## config.mk

```make
export PLATFORM = sky130hd
export DESIGN_NAME = dmem_arbiter
export DESIGN_NICKNAME = d
export VERILOG_FILES = /design/src/rtl/dmem_arbiter.sv
export SDC_FILE = /design/constraint.sdc
export NUM_CORES = 1
export LEC_CHECK = 0
export ABC_AREA = 1
export CORE_MARGIN = 8
export CORE_UTILIZATION = 29
export CTS_CLUSTER_DIAMETER = 80
export DETAILED_ROUTE_END_ITERATION = 7
export PLACE_DENSITY = 0.78
export SKIP_CTS_REPAIR_TIMING = 1
export SYNTH_ARGS = -nofsm -noshare
export SYNTH_HDL_FRONTEND = slang
export SYNTH_SLANG_ARGS = --single-unit
export TNS_END_PERCENT = 100
```

## constraint.sdc

```tcl
create_clock -name clk -period 1.57 [get_ports clk]
set_clock_uncertainty 0.05 [all_clocks]
set_input_delay 0.314 -clock clk [delete_from_list [all_inputs] [get_ports clk]]
set_output_delay 0.314 -clock clk [all_outputs]
set_load 0.01 [all_outputs]
```

## src/rtl/dmem_arbiter.sv

```systemverilog
// Two-master round-robin arbiter for the single-port data memory, with bounded
// locked bursts and registered per-port read data.
module dmem_arbiter #(
  parameter int ADDR_W    = 8,
  parameter int MAX_BURST = 4
) (
  input  logic        clk,
  input  logic        rst_n,
  input  logic        m0_req,
  input  logic        m0_we,
  input  logic        m0_lock,
  input  logic [31:0] m0_addr,
  input  logic [31:0] m0_wdata,
  output logic        m0_gnt,
  output logic        m0_rvalid,
  output logic [31:0] m0_rdata,
  input  logic        m1_req,
  input  logic        m1_we,
  input  logic        m1_lock,
  input  logic [31:0] m1_addr,
  input  logic [31:0] m1_wdata,
  output logic        m1_gnt,
  output logic        m1_rvalid,
  output logic [31:0] m1_rdata,
  output logic        mem_we,
  output logic [31:0] mem_addr,
  output logic [31:0] mem_wdata,
  input  logic [31:0] mem_rdata
);

  localparam int CNT_W = $clog2(MAX_BURST + 1);

  typedef enum logic [1:0] {ARB, LOCK0, LOCK1} state_t;

  state_t             state;
  logic               prio;
  logic [CNT_W-1:0]   burst_cnt;

  logic               gnt_any;
  logic               gnt_port;
  logic               gnt_lock;
  logic               own_req;
  logic               own_lock;
  logic [CNT_W-1:0]   cnt_next;

  // Only the word-address bits reach memory; the rest are deliberately dropped.
  logic unused_addr_bits;
  assign unused_addr_bits = ^{m0_addr[31:ADDR_W], m1_addr[31:ADDR_W]};

  always_comb begin
    m0_gnt = 1'b0;
    m1_gnt = 1'b0;
    if (rst_n) begin
      case (state)
        ARB: begin
          if (m0_req && m1_req) begin
            m0_gnt = ~prio;
            m1_gnt = prio;
          end else begin
            m0_gnt = m0_req;
            m1_gnt = m1_req;
          end
        end
        LOCK0:   m0_gnt = m0_req;
        LOCK1:   m1_gnt = m1_req;
        default: ;
      endcase
    end
  end

  always_comb begin
    mem_we    = 1'b0;
    mem_addr  = '0;
    mem_wdata = '0;
    if (m0_gnt) begin
      mem_we    = m0_we;
      mem_addr  = {{(32-ADDR_W){1'b0}}, m0_addr[ADDR_W-1:0]};
      mem_wdata = m0_wdata;
    end else if (m1_gnt) begin
      mem_we    = m1_we;
      mem_addr  = {{(32-ADDR_W){1'b0}}, m1_addr[ADDR_W-1:0]};
      mem_wdata = m1_wdata;
    end
  end

  assign gnt_any  = m0_gnt | m1_gnt;
  assign gnt_port = m1_gnt;
  assign gnt_lock = m1_gnt ? m1_lock : m0_lock;
  assign own_req  = (state == LOCK1) ? m1_req  : m0_req;
  assign own_lock = (state == LOCK1) ? m1_lock : m0_lock;
  assign cnt_next = burst_cnt + CNT_W'(1);

  always_ff @(posedge clk) begin
    if (!rst_n) begin
      state     <= ARB;
      prio      <= 1'b0;
      burst_cnt <= '0;
      m0_rvalid <= 1'b0;
      m1_rvalid <= 1'b0;
      m0_rdata  <= '0;
      m1_rdata  <= '0;
    end else begin
      m0_rvalid <= m0_gnt & ~m0_we;
      m1_rvalid <= m1_gnt & ~m1_we;
      if (m0_gnt && !m0_we) m0_rdata <= mem_rdata;
      if (m1_gnt && !m1_we) m1_rdata <= mem_rdata;
      if (gnt_any) prio <= ~gnt_port;

      case (state)
        ARB: begin
          // A single-beat burst limit means a lock can never outlive its first grant.
          if (gnt_any && gnt_lock && (MAX_BURST > 1)) begin
            state     <= gnt_port ? LOCK1 : LOCK0;
            burst_cnt <= CNT_W'(1);
          end
        end
        LOCK0, LOCK1: begin
          if (gnt_any) begin
            if (!gnt_lock || (cnt_next == CNT_W'(MAX_BURST))) begin
              state     <= ARB;
              burst_cnt <= '0;
            end else begin
              burst_cnt <= cnt_next;
            end
          end else if (!own_req && !own_lock) begin
            state     <= ARB;
            burst_cnt <= '0;
          end
        end
        default: begin
          state     <= ARB;
          burst_cnt <= '0;
        end
      endcase
    end
  end

endmodule
```

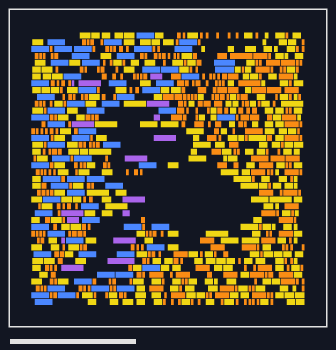
run_1/cell_classes.png
Bar = 50 µm.
colour	class	cells
orange	all other logic	417
blue	flip-flops	72
purple	clock drivers and dummy loads	16
yellow	other buffers and delay cells	279

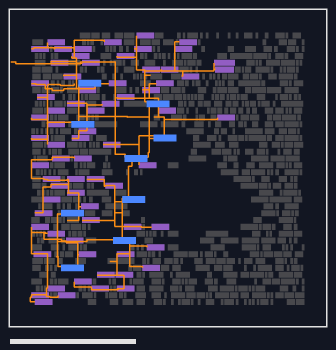
run_1/clock_map.png
Bar = 50 µm.
[blue] cells driving clock nets | count: 9
[purple] flip-flops | count: 72
[orange] clock wires | length: 989 µm
routed clock nets	10

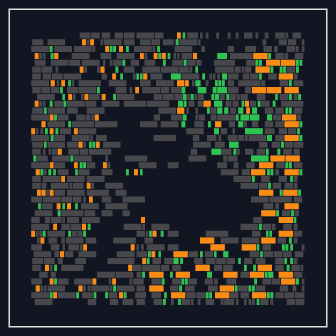
run_1/gate_families.png
colour	family	cells	most used	where
orange	inverting AOI/OAI gates	111	o21ai_0	spread over the die
green	NAND gates	185	nand2_1	spread over the die

run 1: sequential cells by signal, summed over array words and instances (netlist names):
signal,flops
burst_cnt,3
m0_rdata,32
m0_rvalid,1
m1_rdata,32
m1_rvalid,1
prio,1
state,2
run 1: per-stage QoR:
step                      power (W)  setup slack [ns]  cells  TNS (ns)
after floorplan             0.00436           -0.0426    545     -1.68
after global placement      0.00596            -0.975    893    -69.54
after detailed placement    0.00601             -1.02    893    -70.13
after CTS                   0.00812             -1.10    909    -52.48
after global routing        0.00921            -0.605    931    -43.17
final                       0.00872            -0.533    931    -34.01
run 1: kinds of logic after synthesis:
logic type,after synthesis,synth area share (%)
and+or+nand+nor,258,29.0
DFF,72,41.3
other,1,0.107
buffers and inverters,73,11.2
xor gates and xnor gates,1,0.251
AOI/OAI and AO/OA,111,16.0
adders and majority gates,6,2.15
==> Flow_metrics.wiki, run 1 <==
=== Physical design figures ===
{| class="wikitable"
! Metric !! Value
|-
| Crit path capture type || output pin
|-
| Clock buffer cells || 12
|-
| Most frequent cell after synthesis || nand2_1
|-
| Net count of the finished layout || ~950
|-
| Total area of multi-input combinational cells || between 2000 and 2500 µm²
|-
| ClkCell Share || 4.12%
|-
| Count of endpoints failing setup in the final report || around 110
|-
| Post-layout period usage || 134%
|-
| Hold path cells || 2
|-
| Global-route wire length before repair || between 20,000 and 25,000 µm
|-
| Power in the clock group || between 0.002 and 0.0025 W
|-
| Vias in the first global route || 4,054
|-
| Outcome || finished with violations
|-
| Chain of cells forming the critical path || inv_6 -> ha_4 -> nand2_2 -> nand2_2 -> nand2_4 -> buf_12 -> nand2_1 -> o21ai_4 -> buf_6
|-
| Most frequent cell on the critical path || nand2_2
|-
| Initial Utilization || 29.4%
|-
| First element of the critical path || state[0]$_SDFFE_PN0P_
|-
| Category of the critical setup timing path || register to output pin
|-
| Time the worst path needs with I/O delays and setup || about 2.1 ns
|-
| Total met3 wirelength after detailed routing || approximately 1900 µm
|-
| Total CTS buffers || 9
|-
| Row count || 40
|-
| Count of flip-flops with a built-in enable after synthesis || 0
|-
| Final worst setup slack || -0.533 ns
|-
| Most common logic cell in the routed design || nand2_1
|-
| Sequential cells || 72
|-
| Violations in the final reports || setup timing
|-
| Most heavily used metal layer in global routing || met2
|-
| Multi-input gate share of total cell area || 32.0%
|-
| Highest signal layer in the routed design || met4
|-
| Hold Path Class || register to register
|-
| Flop and latch count out of synthesis || between 70 and 80
|-
| Worst vdd rail ir drop || 0.828 mV
|-
| Die Width || about 130 µm
|-
| Heaviest power group || combinational cells
|}
run_1/final_placement.png
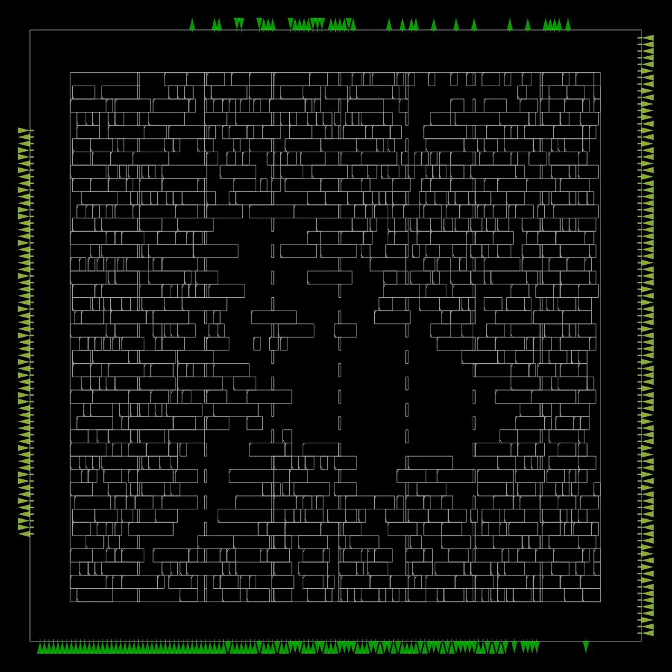

==> run 1 -> run 2 <==
CELL_PAD_IN_SITES_DETAIL_PLACEMENT = 0   (was not set)
CELL_PAD_IN_SITES_GLOBAL_PLACEMENT = 1   (was not set)
CORE_UTILIZATION = 18   (was 29)
PLACE_DENSITY = 0.77   (was 0.78)
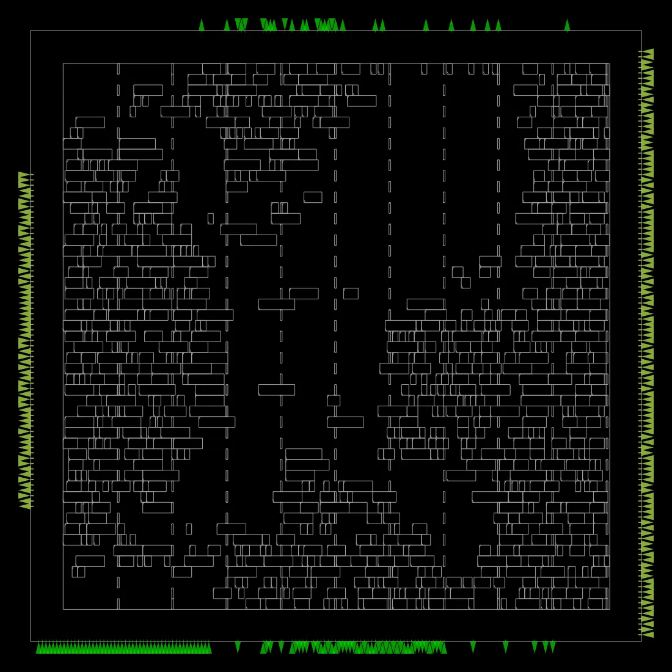
run_2/final_placement.png
row count: 51
final core utilization: 41.2%

==> run 2 against run 1 <==
  * Critical path type unchanged
  * Global-route usage is 5.3 points lower
  * Area after synthesis stayed put
  * Clock-buffer cell count fell by 2
  * The run still ends with setup timing left
  * Synthesized cell count is the same
  * Die size rose by 53%
  * Non-clock buffer count rose by 15
==> Flow_metrics.wiki, run 2 <==
=== Physical design figures ===
{| class="wikitable"
! Metric !! Value
|-
| Outcome || finished with violations
|-
| Violations in the final reports || setup timing
|-
| Setup slack after placement || -0.935 ns (+0.0807 ns)
|-
| Area fraction in compound gates after synthesis || 16.0% (unchanged)
|-
| Top Registers || m0_rdata (32), m1_rdata (32), burst_cnt (3)
|-
| Total CTS buffers || 9 (unchanged)
|-
| Mux area share || 0% (unchanged)
|-
| XOR Share, Synth || 0.251% (unchanged)
|-
| Final worst setup slack || -0.640 ns (-0.108 ns)
|-
| Initial Utilization || 18.1% (-11 points)
|-
| Heaviest power group || combinational cells
|-
| Category of the critical setup timing path || register to output pin
|-
| ClkCell Share || 4.15% (+0.026 points)
|-
| Count of endpoints failing setup in the final report || 113 (unchanged)
|-
| Final total negative setup slack || -45.72 ns (-11.71 ns)
|-
| Net count of the finished layout || 967 (+1.5%)
|-
| Flop and latch count out of synthesis || 72 (unchanged)
|-
| # placed instances || 1,010 (+13%)
|-
| Die Width || 155 µm (+24%)
|-
| Post-layout total power || 0.00912 W (+4.6%)
|-
| Multi-input gate share of total cell area || 29.3% (-2.7 points)
|-
| Count of flip-flops with a built-in enable after synthesis || 0 (unchanged)
|}
run 2: worst min-delay path by stage:
| stage | to | slack [ns] |
|---|---|---|
| 2_1_floorplan | m1_rdata[0]$_SDFFE_PN0P_ | 0.38 |
| 3_3_place_gp | m1_rdata[12]$_SDFFE_PN0P_ | 0.41 |
| 5_1_grt | m1_rdata[19]$_SDFFE_PN0P_ | 0.43 |
| 3_5_place_dp | m1_rdata[25]$_SDFFE_PN0P_ | 0.42 |
| 6_report | m1_rdata[25]$_SDFFE_PN0P_ | 0.41 |
| 4_1_cts | m1_rdata[25]$_SDFFE_PN0P_ | 0.42 |
run 2: per-layer routing:
metal,track usage [%],vias to the layer above,part of all wire (%)
met4,3.19,0,0.82
li1,-,2162,-
met5,0,-,0
met3,6.10,9,11
met2,19.3,198,46
met1,13.7,2028,42
run_2/clock_map.png
Bar = 50 µm.
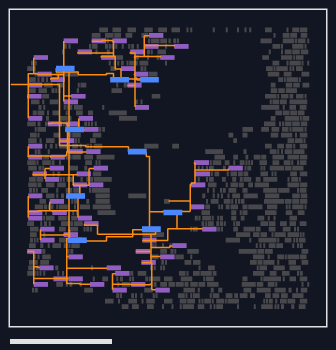

==> run 2 -> run 3 <==
CTS_BUF_LIST = sky130_fd_sc_hd__clkbuf_2 sky130_fd_sc_hd__clkbuf_4 sky130_fd_sc_hd__clkbuf_8   (was not set)
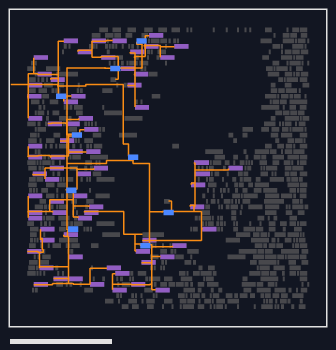
run_3/clock_map.png
Bar = 50 µm.
[orange] clock wires | length: 1,120 µm
[blue] cells driving clock nets | count: 9
[purple] flip-flops | count: 72
routed clock nets	10

==> run 3 against run 2 <==
  * The run still ends with setup timing left
  * Flip-flop count unchanged
  * Synthesized cell count unchanged
  * Global-route usage about the same
  * Die size unchanged
  * Sequential share of layout area increased by 0.26 points
==> Flow_metrics.wiki, run 3 <==
=== Physical design figures ===
{| class="wikitable"
! Metric !! Value
|-
| Outcome || finished with violations
|-
| Violations in the final reports || setup timing
|-
| Die Width || 155 µm (unchanged)
|-
| Top Registers || m0_rdata (32), m1_rdata (32), burst_cnt (3)
|-
| Mux area share || 0% (unchanged)
|-
| Worst hold path endpoint || m1_rdata[24]$_SDFFE_PN0P_
|-
| GR Util met3 || 6.02% (-0.083 points)
|-
| Setup slack after placement || -0.935 ns (unchanged)
|-
| # placed instances || 1,010 (unchanged)
|-
| Global routing usage on met2 || 19.2% (-0.13 points)
|-
| Count of flip-flops with a built-in enable after synthesis || 0 (unchanged)
|-
| Global-route met1 utilization || 13.7% (+0.033 points)
|-
| Met1 Routed Length || 7550 µm (-0.66%)
|-
| Net count of the finished layout || 967 (unchanged)
|-
| Area fraction in compound gates after synthesis || 16.0% (unchanged)
|-
| Most heavily used metal layer in global routing || met2
|-
| Post-layout total power || 0.00856 W (-6.2%)
|-
| Final core utilization || 40.6% (-0.59 points)
|-
| Final worst setup slack || -0.681 ns (-0.0410 ns)
|-
| Count of endpoints failing setup in the final report || 112 (-0.88%)
|-
| Total met3 wirelength after detailed routing || 2000 µm (-1.1%)
|-
| Flop and latch count out of synthesis || 72 (unchanged)
|-
| Total CTS buffers || 9 (unchanged)
|-
| Row count || 51 (unchanged)
|-
| Heaviest power group || combinational cells
|-
| Category of the critical setup timing path || register to output pin
|-
| Final total negative setup slack || -44.28 ns (+1.45 ns)
|}
run 3: cell count changes in the layout (fill, tap and decap cells not counted), moves of 3 or more:
cell and change:
buf_4 -3, o21ai_2 -7, buf_6 -6, clkbuf_2 +7, nor2_1 +5, nor2_2 -5, nand2_1 -12, clkbuf_16 -7
o21ai_0 +12, clkbuf_8 +9, nand2_2 +12, o21ai_1 -5
run 3: area by class of cell:
type | count | area [µm²] | share of cell area (%)
clock buffers | 10 | 138 | 1.76
repair buffers | 293 | 3420 | 43.7
clock inverters | 6 | 90.1 | 1.15
flip-flops and latches | 72 | 1440 | 18.5
inverters | 16 | 75.1 | 0.960
well taps | 265 | 332 | 4.24
multi-input cells | 401 | 2320 | 29.7

## Gallery

M2 wires.
(a)
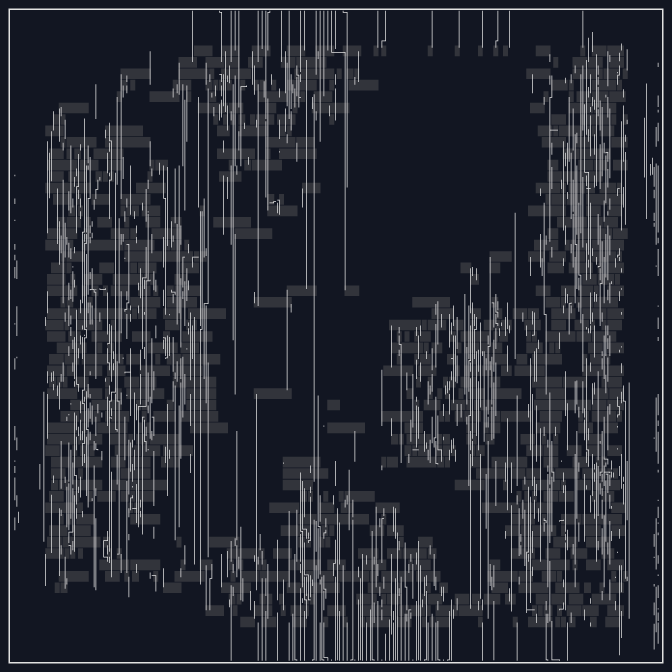
(b)
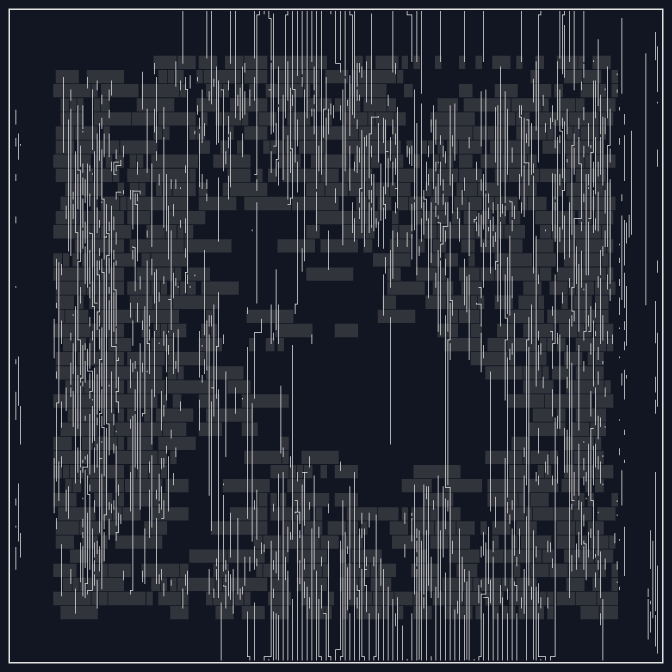
- run 1 = (b)
- run 2 = (a)

Power figures rest on the tool's default switching activity, not on a simulated workload.
